### config.mk
export PLATFORM = sky130hd
export DESIGN_NAME = add_accumulator
export DESIGN_NICKNAME = d
export VERILOG_FILES = /design/src/rtl/full_adder.sv /design/src/rtl/add_accumulator.sv
export SDC_FILE = /design/constraint.sdc
export NUM_CORES = 1
export LEC_CHECK = 0
export ABC_AREA = 1
export ABC_CLOCK_PERIOD_IN_PS = 7400
export CORE_MARGIN = 2
export CORE_UTILIZATION = 49
export CTS_CLUSTER_DIAMETER = 150
export CTS_CLUSTER_SIZE = 12
export DETAILED_ROUTE_END_ITERATION = 10
export PLACE_DENSITY = 0.81
export REMOVE_ABC_BUFFERS = 1
export SYNTH_ARGS = -nofsm -noshare
export SYNTH_HDL_FRONTEND = slang
export SYNTH_SLANG_ARGS = --single-unit
### constraint.sdc
create_clock -name clk -period 7.4 [get_ports clk]
set_clock_uncertainty 0.15 [all_clocks]
set_input_delay 1.85 -clock clk [delete_from_list [all_inputs] [get_ports clk]]
set_output_delay 1.85 -clock clk [all_outputs]
set_load 0.05 [all_outputs]
### src/rtl/full_adder.sv
// n-bit ripple-carry adder built from single-bit full-adder cells.
// Purely combinational; the carry chain runs LSB to MSB.
module full_adder #(
  parameter int unsigned n = 5
) (
  input  logic [n-1:0] a,
  input  logic [n-1:0] b,
  input  logic         cin,
  output logic [n-1:0] sum,
  output logic         cout
);

  logic [n:0] carry;

  assign carry[0] = cin;

  for (genvar i = 0; i < n; i++) begin : g_cell
    assign sum[i]     = a[i] ^ b[i] ^ carry[i];
    assign carry[i+1] = (a[i] & b[i]) | (carry[i] & (a[i] ^ b[i]));
  end

  assign cout = carry[n];

endmodule

### src/rtl/add_accumulator.sv
// Block accumulator: adds COUNT accepted samples through one full_adder and
// presents the N-bit block sum with a sticky carry-out flag on a valid/ready port.
module add_accumulator #(
  parameter int unsigned N     = 5,
  parameter int unsigned COUNT = 4
) (
  input  logic         clk,
  input  logic         rst_n,
  input  logic         clear,
  input  logic         in_valid,
  output logic         in_ready,
  input  logic [N-1:0] in_data,
  output logic         out_valid,
  input  logic         out_ready,
  output logic [N-1:0] out_sum,
  output logic         out_ovf
);

  localparam int unsigned CNT_W = (COUNT < 2) ? 1 : $clog2(COUNT + 1);

  typedef enum logic {
    S_ACC  = 1'b0,
    S_DONE = 1'b1
  } state_e;

  state_e           state_q, state_d;
  logic [N-1:0]     acc_q, acc_d;
  logic             ovf_q, ovf_d;
  logic [CNT_W-1:0] cnt_q, cnt_d;
  logic             in_ready_q, in_ready_d;
  logic             out_valid_q, out_valid_d;

  logic [N-1:0]     add_sum;
  logic             add_cout;
  logic [CNT_W-1:0] cnt_inc;

  // Sole arithmetic path: acc + in_data with no carry-in.
  full_adder #(
    .n (N)
  ) u_full_adder (
    .a    (acc_q),
    .b    (in_data),
    .cin  (1'b0),
    .sum  (add_sum),
    .cout (add_cout)
  );

  assign cnt_inc = CNT_W'(cnt_q + CNT_W'(1));

  // Next-state and datapath updates; clear outranks any handshake.
  always_comb begin
    state_d = state_q;
    acc_d   = acc_q;
    ovf_d   = ovf_q;
    cnt_d   = cnt_q;

    if (clear) begin
      state_d = S_ACC;
      acc_d   = '0;
      ovf_d   = 1'b0;
      cnt_d   = '0;
    end else begin
      unique case (state_q)
        S_ACC: begin
          if (in_valid) begin
            acc_d = add_sum;
            ovf_d = ovf_q | add_cout;
            cnt_d = cnt_inc;
            if (cnt_inc == CNT_W'(COUNT)) begin
              state_d = S_DONE;
            end
          end
        end
        S_DONE: begin
          if (out_ready) begin
            state_d = S_ACC;
            acc_d   = '0;
            ovf_d   = 1'b0;
            cnt_d   = '0;
          end
        end
        default: begin
          state_d = S_ACC;
        end
      endcase
    end

    // Handshake flags are registered copies of the next-state decode.
    in_ready_d  = (state_d == S_ACC);
    out_valid_d = (state_d == S_DONE);
  end

  always_ff @(posedge clk or negedge rst_n) begin
    if (!rst_n) begin
      state_q     <= S_ACC;
      acc_q       <= '0;
      ovf_q       <= 1'b0;
      cnt_q       <= '0;
      in_ready_q  <= 1'b1;
      out_valid_q <= 1'b0;
    end else begin
      state_q     <= state_d;
      acc_q       <= acc_d;
      ovf_q       <= ovf_d;
      cnt_q       <= cnt_d;
      in_ready_q  <= in_ready_d;
      out_valid_q <= out_valid_d;
    end
  end

  assign in_ready  = in_ready_q;
  assign out_valid = out_valid_q;
  assign out_sum   = acc_q;
  assign out_ovf   = ovf_q;

endmodule

**Routed metal per tile**

Scale bar: 10 um. The die is cut into 8 by 8 equal tiles; dark purple is low, yellow is high, scaled to the fullest tile. Values are wire area over tile area, all layers added.
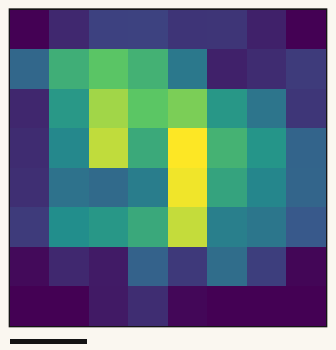
emptiest ninth of the die	south-west
fullest tile	0.38
mean over tiles	0.13
tiles over half the peak	28%
nearly empty tiles	14%

**Cells coloured by class**

Scale bar: 10 um.
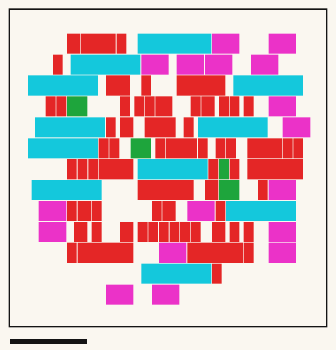
colour	class	cells	share of their area
cyan	registers	11	32%
magenta	remaining buffers and delay cells	17	20%
green	clock drivers and dummy loads	4	3.1%
red	remaining logic cells	65	45%
Final Core Density: 67.2%
Seq/total area: 31.6%
floorplan core area: 1300 um2

**Drive-strength map**

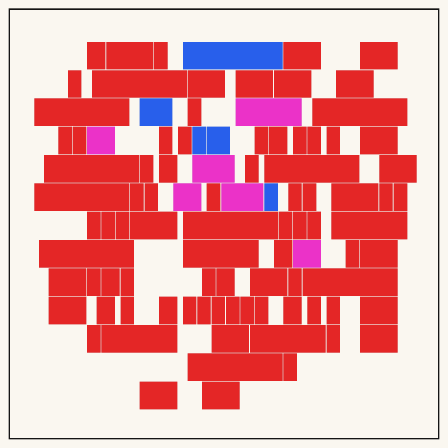
colour	size	cells	share	most used
blue	x2	5	5.2%	inv_2
magenta	x3 and x4	6	6.2%	clkbuf_4
red	x1 and smaller	86	89%	nand2_1
worst setup slack after layout: 3.21 ns
layout-stage area growth over the synthesis result: 29.7%
post-route cell area: 875 um2
number of signal-net buffers in the layout: 17

**Routing congestion map**

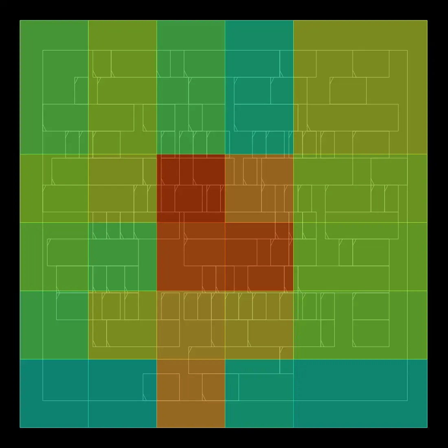
average detailed-routed wire length per instance: 12.6 um
grt met3 use: 9.78%
met1 routing resource usage after global routing: 23.9%
Tot GR Track Use: 22.2%

==> flow_metrics.rpt <==
=== SYNTHESIS / PLACE & ROUTE SUMMARY ===
----------------------------------------------------
[Power]
  Leak pwr ........................ between 0.0004 and 0.0005 uW
  Power density of the placed cells ........................ 258 nW/um2
  Pwr Total ........................ 226 uW
  Worst-case vdd ir drop ........................ ~0.00014 V

[Worst setup path]
  Cell at the slowest stage of the critical path ........................ sky130_fd_sc_hd__fa_1
  Most numerous cell on the critical path ........................ sky130_fd_sc_hd__fa_1
  FF-to-FF path depth ........................ 11
  Total stage count of the critical path ........................ 12
  Launch point of the critical path ........................ in_data[0]
  Endpoint required time on the critical path ........................ 7.46 ns
  Startpoint type of the worst setup path ........................ primary input
  Register-to-register setup slack ........................ 4.81 ns
  Kind of critical path ........................ primary input to register
  Launching point of the worst reg2reg path ........................ out_sum[0]
  CP top delay family ........................ adder cells
  Ordered list of cells on the worst path ........................ clkdlybuf4s50_1, ha_1, inv_1, fa_1, inv_1, fa_1, fa_1, fa_1, nand2_1, nor2_1, nand3_1, nand2_1
  Data arrival time of the critical path ........................ 4.25 ns
  Slowest Stage Delay on Critical Path ........................ 0.49 ns
  Destination of the critical timing path ........................ out_sum[4]
  Largest driver fanout on the critical path ........................ 1
  Kind of end point of the critical path ........................ register
  Number of buffer and inverter instances along the worst setup path ........................ 3
  Capture point of the worst reg-to-reg path ........................ out_sum[4]

[Global route]
  Global route total overflow ........................ 0
  Most used routing layer ........................ met2
  Number of global-route vias before repair ........................ between 500 and 600
  Wire length of the first global-routing pass ........................ 2310 um
  Number of antenna violations at the first check in global routing ........................ 0
  Largest net degree at the start of global routing ........................ 12
  Met2 GRT Util ........................ 38.7%

[Clock tree]
  Clock latency on the worst-skew pair ........................ 0.27 ns
  CTS tree ........................ built
  Clock transition at the registers of the reported paths ........................ about 0.070 ns
  Bufs on Longest Clock Path ........................ 2
  Total number of clock tree sinks ........................ 11
  Post-cts gate resize count ........................ 0
  Buffer type at the clock tree root ........................ sky130_fd_sc_hd__clkbuf_4
  Post-cts hold-fix buffer tally ........................ 0
  CTS HTree Levels ........................ 1
  Cts bufs inserted ........................ 3
  Setup bufs post-CTS ........................ 0

[Final layout]
  Top cells excl fill/tap ........................ 25 x sky130_fd_sc_hd__nand2_1, 17 x sky130_fd_sc_hd__clkdlybuf4s50_1, 10 x sky130_fd_sc_hd__nor2_1, 10 x sky130_fd_sc_hd__dfrtp_1, 9 x sky130_fd_sc_hd__nand3_1
  Antenna diode count ........................ 0
  Final-stage net count ........................ 115
  Top logic cell by instance count in the layout ........................ sky130_fd_sc_hd__nand2_1
  Share of layout cells above drive strength 1 ........................ 11.3%
  Tally of filler cells in the layout ........................ 109

[Hold path]
  Class of the worst hold path ........................ register to register
  Start point of the worst min-delay path ........................ cnt_q[2]
  Worst hold path endpoint ........................ cnt_q[2]
  Cell count of the worst hold path ........................ 2

[Place]
  Instance area after placement ........................ between 800 and 900 um2
  # port buffers ........................ 17
  Final GP Congestion ........................ approximately 0.71
  Post-DP HPWL ........................ about 1100 um
  Post-Place Setup Slack ........................ 2.88 ns

[Drt]
  Vias ........................ roughly 580
  Wire length on met1 ........................ roughly 560 um
  Vias/cell ........................ 5.15
  Met3 layer wire length in the routed design ........................ 65 um
  Routed wire length on met2 ........................ 768 um
  Antenna violation net count after detailed routing ........................ 0
  Length of the first detailed-routing pass in iterations ........................ 4
  Highest metal used ........................ met4
  DRC ........................ 0
  Total wire length ........................ 1410 um
  DRC marker count from the first detailed-route iteration ........................ 12

[Final timing]
  Max Transition Viols Final ........................ 0
  Unrepaired setup endpoints after global routing ........................ no
  Worst rel slew slack ........................ approximately two thirds
  Highest clock frequency the design can meet ........................ between 200 and 250 MHz
  Accumulated negative setup slack ........................ 0 ns
  Time the final worst path needs with I/O delays and setup ........................ 4.19 ns
  Final Hold Vio Count ........................ 0
  Count of endpoints failing setup in the final report ........................ 0
  Slew at the pin with the worst max-slew slack ........................ 0.515 ns
  Final worst-path cycle share ........................ 56.6%

[Synthesis]
  Mean area per synthesized cell ........................ 8.76 um2
  Yosys cell count ........................ ~77
  Post-synth area from yosys stat ........................ 674 um2
  Number of warning messages in the yosys log ........................ 0
  Post-synth regs ........................ 11
  Number of standard cells after synthesis ........................ just under 80
  Fraction of the yosys area taken by sequential cells ........................ 41.0%
  Distinct lib cells used ........................ 14
  Area of the mapped netlist ........................ 674 um2

[Floorplan]
  Rows ........................ 13
  Floorplan die area ........................ 1690 um2
  Vertical die dimension ........................ 41.1 um
  Floorplan Utilization ........................ between 50% and 60%
  Boundary pin count ........................ 18
  Overall die width ........................ 41.1 um

[Status]
  Status ........................ completed

[Job]
  Number of max-capacitance violations reported ........................ 0
  Number of warnings in the stage logs ........................ 25

----------------------------------------------------
-- cell type report --
type,instances,area (um2),share of cell area (%)
Multi-Input combinational cell,56,349,39.9
Timing Repair Buffer,17,170,19.5
Sequential cell,11,277,31.6
Inverter,9,33.8,3.86
Clock buffer,4,26.3,3.00
Tap cell,15,18.8,2.15
-- Yosys cell counts --
cell type	n	area share (%)
sky130_fd_sc_hd__inv_2	2	1.1
sky130_fd_sc_hd__fa_1	4	12
sky130_fd_sc_hd__nor2_1	10	5.6
sky130_fd_sc_hd__dfrtp_1	10	37
sky130_fd_sc_hd__nor2_2	1	0.93
sky130_fd_sc_hd__inv_1	7	3.9
sky130_fd_sc_hd__o21ai_2	1	1.3
sky130_fd_sc_hd__nand3_1	9	6.7
sky130_fd_sc_hd__buf_8	1	2.2
sky130_fd_sc_hd__nand3_4	1	2.6
sky130_fd_sc_hd__dfstp_2	1	3.9
sky130_fd_sc_hd__nand2_4	2	3.3
sky130_fd_sc_hd__ha_1	3	5.6
sky130_fd_sc_hd__nand2_1	25	14
-- report_power, final --
group	internal, uW	switching (uW)	leakage [uW]	total [uW]
combinational	38.9	63.7	0.000284	103
sequential	71.8	10.2	0.000142	82.0
clock	20.9	20.3	0.0000150	41.2
total	132	94.2	0.000441	226
-- logic make-up after synthesis --
kind of cell	share of synthesized area [%]
AND/OR/NAND/NOR	33.0
flip-flops	41.0
buffers and inverters	7.24
adder cells (fa/ha/maj)	17.4
AND-OR/OR-AND	1.30
-- through the flow --
stage / instances / hold WS (ns)
after floorplan: 76 / 0.296
after global placement: 108 / 0.316
after detailed placement: 108 / 0.330
after CTS: 112 / 0.350
after global routing: 112 / 0.370
final: 112 / 0.351
-- sequential cells by signal, summed over array words and instances (netlist names) --
name / count
cnt_q: 3
out_ovf: 1
out_sum: 5
in_ready: 1
out_valid: 1
Power and IR drop assume default switching activity.
